==> config.mk <==
export PLATFORM = sky130hd
export DESIGN_NAME = oam_dma_ctrl
export DESIGN_NICKNAME = d
export VERILOG_FILES = /design/src/rtl/oam_dma_ctrl.sv
export SDC_FILE = /design/constraint.sdc
export NUM_CORES = 1
export LEC_CHECK = 0
export CORE_MARGIN = 4
export CORE_UTILIZATION = 44
export CTS_BUF_LIST = sky130_fd_sc_hd__clkbuf_8
export CTS_CLUSTER_DIAMETER = 80
export DETAILED_ROUTE_END_ITERATION = 10
export HOLD_SLACK_MARGIN = 0.05
export PLACE_DENSITY = 0.86
export SYNTH_ARGS = -nofsm -noshare
export SYNTH_HDL_FRONTEND = slang
export SYNTH_SLANG_ARGS = --single-unit
==> constraint.sdc <==
create_clock -name i_clk -period 2 [get_ports i_clk]
set_input_delay 0.5 -clock i_clk [delete_from_list [all_inputs] [get_ports i_clk]]
set_output_delay 0.5 -clock i_clk [all_outputs]
set_load 0.005 [all_outputs]
==> src/rtl/oam_dma_ctrl.sv <==
// Sprite-DMA initiator for the arbiter's sprite port.
// It watches shared-bus writes to DMA_REG_ADDR. On a hit it copies XFER_LEN bytes
// from CPU page {wdata,8'h00} into PPU OAM, as alternating reads and OAM_DATA_ADDR writes.
// Ports:
//   i_clk, i_rst                       CPU clock, async active-high reset
//   i_bus_addr/i_bus_wn/i_bus_wdata    snooped shared-bus access (trigger source)
//   o_spr_req, i_spr_gnt               request/grant handshake with the arbiter
//   o_spr_addr/o_spr_wn/o_spr_wdata    current DMA access
//   i_spr_rdata                        read data for a granted read
//   o_busy, o_done                     transfer in progress / one-cycle completion pulse
module oam_dma_ctrl #(
    parameter logic [15:0] DMA_REG_ADDR  = 16'h4014,
    parameter logic [15:0] OAM_DATA_ADDR = 16'h2004,
    parameter int unsigned XFER_LEN      = 256
) (
    input  logic        i_clk,
    input  logic        i_rst,
    input  logic [15:0] i_bus_addr,
    input  logic        i_bus_wn,
    input  logic [7:0]  i_bus_wdata,
    output logic        o_spr_req,
    input  logic        i_spr_gnt,
    output logic [15:0] o_spr_addr,
    output logic        o_spr_wn,
    output logic [7:0]  o_spr_wdata,
    input  logic [7:0]  i_spr_rdata,
    output logic        o_busy,
    output logic        o_done
);

    localparam int unsigned IDX_W = 8;
    localparam logic [IDX_W-1:0] LAST_IDX = IDX_W'(XFER_LEN - 1);

    typedef enum logic [1:0] {
        ST_IDLE,
        ST_RD,
        ST_WR,
        ST_DONE
    } state_t;

    state_t           state;
    state_t           state_next;
    logic [7:0]       page;
    logic [7:0]       page_next;
    logic [IDX_W-1:0] idx;
    logic [IDX_W-1:0] idx_next;
    logic [7:0]       data;
    logic [7:0]       data_next;
    logic             trigger;

    // Any master writing the DMA register counts as a trigger.
    assign trigger = !i_bus_wn && (i_bus_addr == DMA_REG_ADDR);

    // State and datapath registers.
    always_ff @(posedge i_clk or posedge i_rst) begin
        if (i_rst) begin
            state <= ST_IDLE;
            page  <= '0;
            idx   <= '0;
            data  <= '0;
        end else begin
            state <= state_next;
            page  <= page_next;
            idx   <= idx_next;
            data  <= data_next;
        end
    end

    // Next state and state-decoded outputs.
    // A missing grant leaves every register unchanged, so a stalled access is simply re-presented.
    always_comb begin
        state_next  = state;
        page_next   = page;
        idx_next    = idx;
        data_next   = data;
        o_spr_req   = 1'b0;
        o_spr_addr  = 16'h0000;
        o_spr_wn    = 1'b1;
        o_spr_wdata = 8'h00;
        o_busy      = 1'b0;
        o_done      = 1'b0;

        case (state)
            ST_IDLE: begin
                if (trigger) begin
                    page_next  = i_bus_wdata;
                    idx_next   = '0;
                    state_next = ST_RD;
                end
            end
            ST_RD: begin
                o_spr_req  = 1'b1;
                o_busy     = 1'b1;
                // Low byte is the index alone; it never carries into the page.
                o_spr_addr = {page, idx};
                if (i_spr_gnt) begin
                    data_next  = i_spr_rdata;
                    state_next = ST_WR;
                end
            end
            ST_WR: begin
                o_spr_req   = 1'b1;
                o_busy      = 1'b1;
                o_spr_wn    = 1'b0;
                o_spr_addr  = OAM_DATA_ADDR;
                o_spr_wdata = data;
                if (i_spr_gnt) begin
                    if (idx == LAST_IDX) begin
                        state_next = ST_DONE;
                    end else begin
                        idx_next   = idx + IDX_W'(1);
                        state_next = ST_RD;
                    end
                end
            end
            ST_DONE: begin
                o_busy     = 1'b1;
                o_done     = 1'b1;
                state_next = ST_IDLE;
            end
            default: begin
                state_next = ST_IDLE;
            end
        endcase
    end

endmodule

Fig. 1: routing congestion map
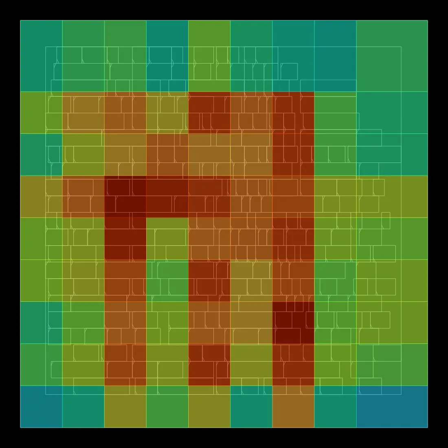
detailed-route wire length per cell: 17.8 um
met1 track demand over resource: 27.3%
combined global-route utilization of all metal layers: 23.3%
final core utilization: 82.6%

Fig. 2: cell area per tile
The die is cut into 7 by 7 equal tiles; black is low, pale yellow is high, 0 to 100% covered.
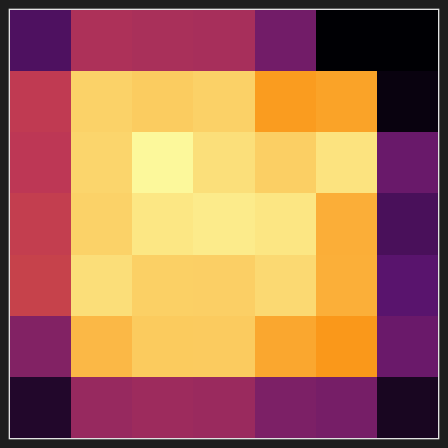
- tiles over 75% full: 51%
- nearly empty tiles: 4.1%
- mean over tiles: 60%
- densest ninth of the die: middle
- fullest tile: 98%
- emptiest ninth of the die: top right

Fig. 3: sizing map
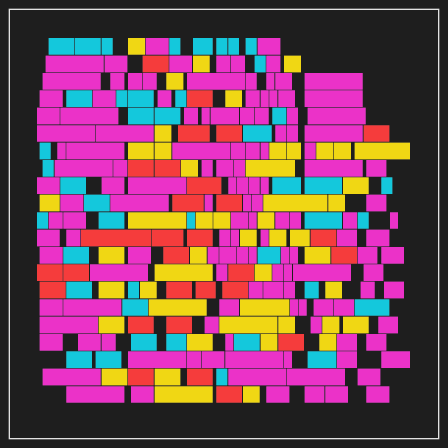
- x6 and larger: red (cells 29; share 11%)
- x2: cyan (cells 43; share 17%)
- x1 and smaller: magenta (cells 136; share 53%)
- x3 and x4: yellow (cells 48; share 19%)

Fig. 4: cell classes on the final placement
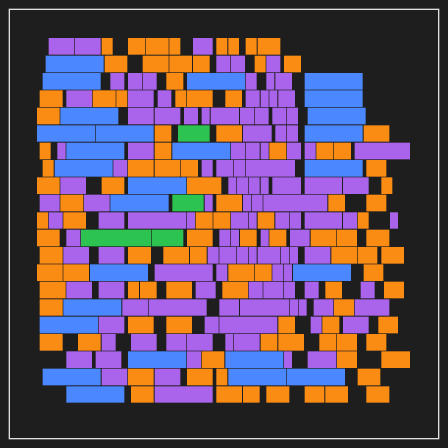
- registers: blue (cells 26; share of their area 24%)
- remaining logic cells: purple (cells 123; share of their area 39%)
- remaining buffers and delay cells: orange (cells 103; share of their area 34%)
- clock drivers and dummy loads: green (cells 4; share of their area 2.6%)

Fig. 5: sequential cells colored by netlist name
Other sequential cells in the stronger gray, the rest of the logic in the fainter gray.
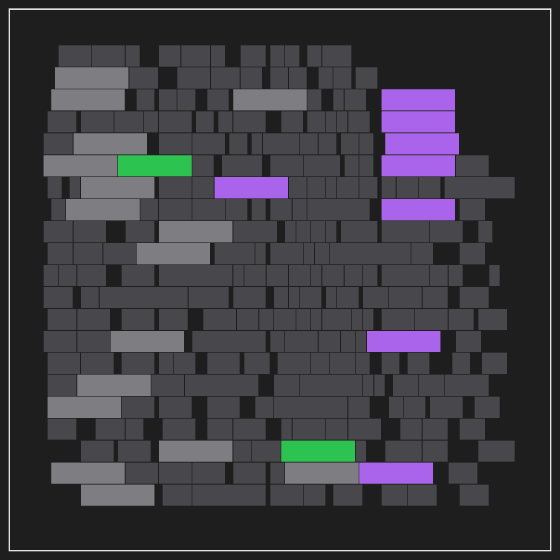
- state: green (flops 2)
- idx: purple (flops 8)
- not colored: 16

==> critical path, stage by stage, from the launching register on <==
cell and delay [ps]:
dfrtp_1 430, buf_6 130, buf_6 110, ha_4 170, buf_6 130, a21oi_2 130
nor2b_1 60, buf_2 120
==> cell type report <==
type	instances	area (um^2)	area share [%]
Clock buffer	3	41.3	1.50
Clock inverter	1	30.0	1.09
Inverter	10	45.0	1.63
Multi-Input combinational cell	113	1020	37.0
Sequential cell	26	651	23.6
Tap cell	46	57.6	2.09
Timing Repair Buffer	103	912	33.1
==> per-layer routing <==
layer  vias up  share of wire, %
li1        761                 -
met1       790                38
met2        85                52
met3        12               7.4
met4         0               2.4
met5         -                 0
==> sequential cells by signal (all words and copies together) (netlist names) <==
| signal | count |
|---|---|
| data | 8 |
| idx | 8 |
| page | 8 |
| state | 2 |
==> results.py <==
# Metrics from the implementation run
metrics = {
    "cells_and_area": {
        "fraction_of_layout_cells_with_a_size_suffix_above_1_pct": 46.9,
        "finalInstanceArea_mm2": 0.00276,
        "layout.filler_cells": 190,
        "antenna_cells_inserted": 0,
    },
    "timing": {
        "number_of_setup_violations_in_the_final_report": 16,
        "worst_slack_ps": -42.6,
        "timing_worst_slew_pin_value_ps": 360,
        "fmaxAchievable_mhz": 490,
    },
    "yosys": {
        "async_reset_ff_share_pct": 100,
        "yosys.stat.chipArea_mm2": 0.00153,
        "yosys_warnings": 0,
        "post-synth-top-count-cell": "dfrtp_1",
        "synth.distinct_cells": 32,
        "synth_xor_xnor_area_share_pct": 0,
        "post_synthesis_cell_count": 156,
        "netlist.top_cell.by_area": "dfrtp_1",
    },
    "grt": {
        "grt_start_max_net_pins": 16,
        "grt_util_met3_pct": 4.89,
        "grt_pass1_wl_mm": 7.98,
        "use_met2_pct": 42.2,
        "grt.overflow.total": 0,
        "layer_with_the_highest_usage": "met2",
        "number_of_antenna_violations_at_the_first_check_in_global_routing": 0,
    },
    "outcome": {
        "failed_checks": "setup timing",
        "status": "complete, but fails checks",
    },
    "die": {
        "num_io_pins": 64,
        "placement_rows": 21,
    },
    "pwr": {
        "p_comb_share_pct": 62.5,
        "power_leader": "combinational cells",
        "power_combinational_uw": 1980,
        "power_leakage_uw": 0.00129,
    },
    "setup_path": {
        "reg2reg_setup_slack_ps": 20,
        "worst-r2r-cell-count": 10,
    },
    "route": {
        "detailedRoute.firstPassIterationCount": 4,
    },
    "clock_tree": {
        "tritoncts.num_buffers": 3,
    },
    "placement": {
        "placed_cell_area_mm2": 0.00238,
    },
}
No activity file was given, so power comes from the tool's default toggle rates.
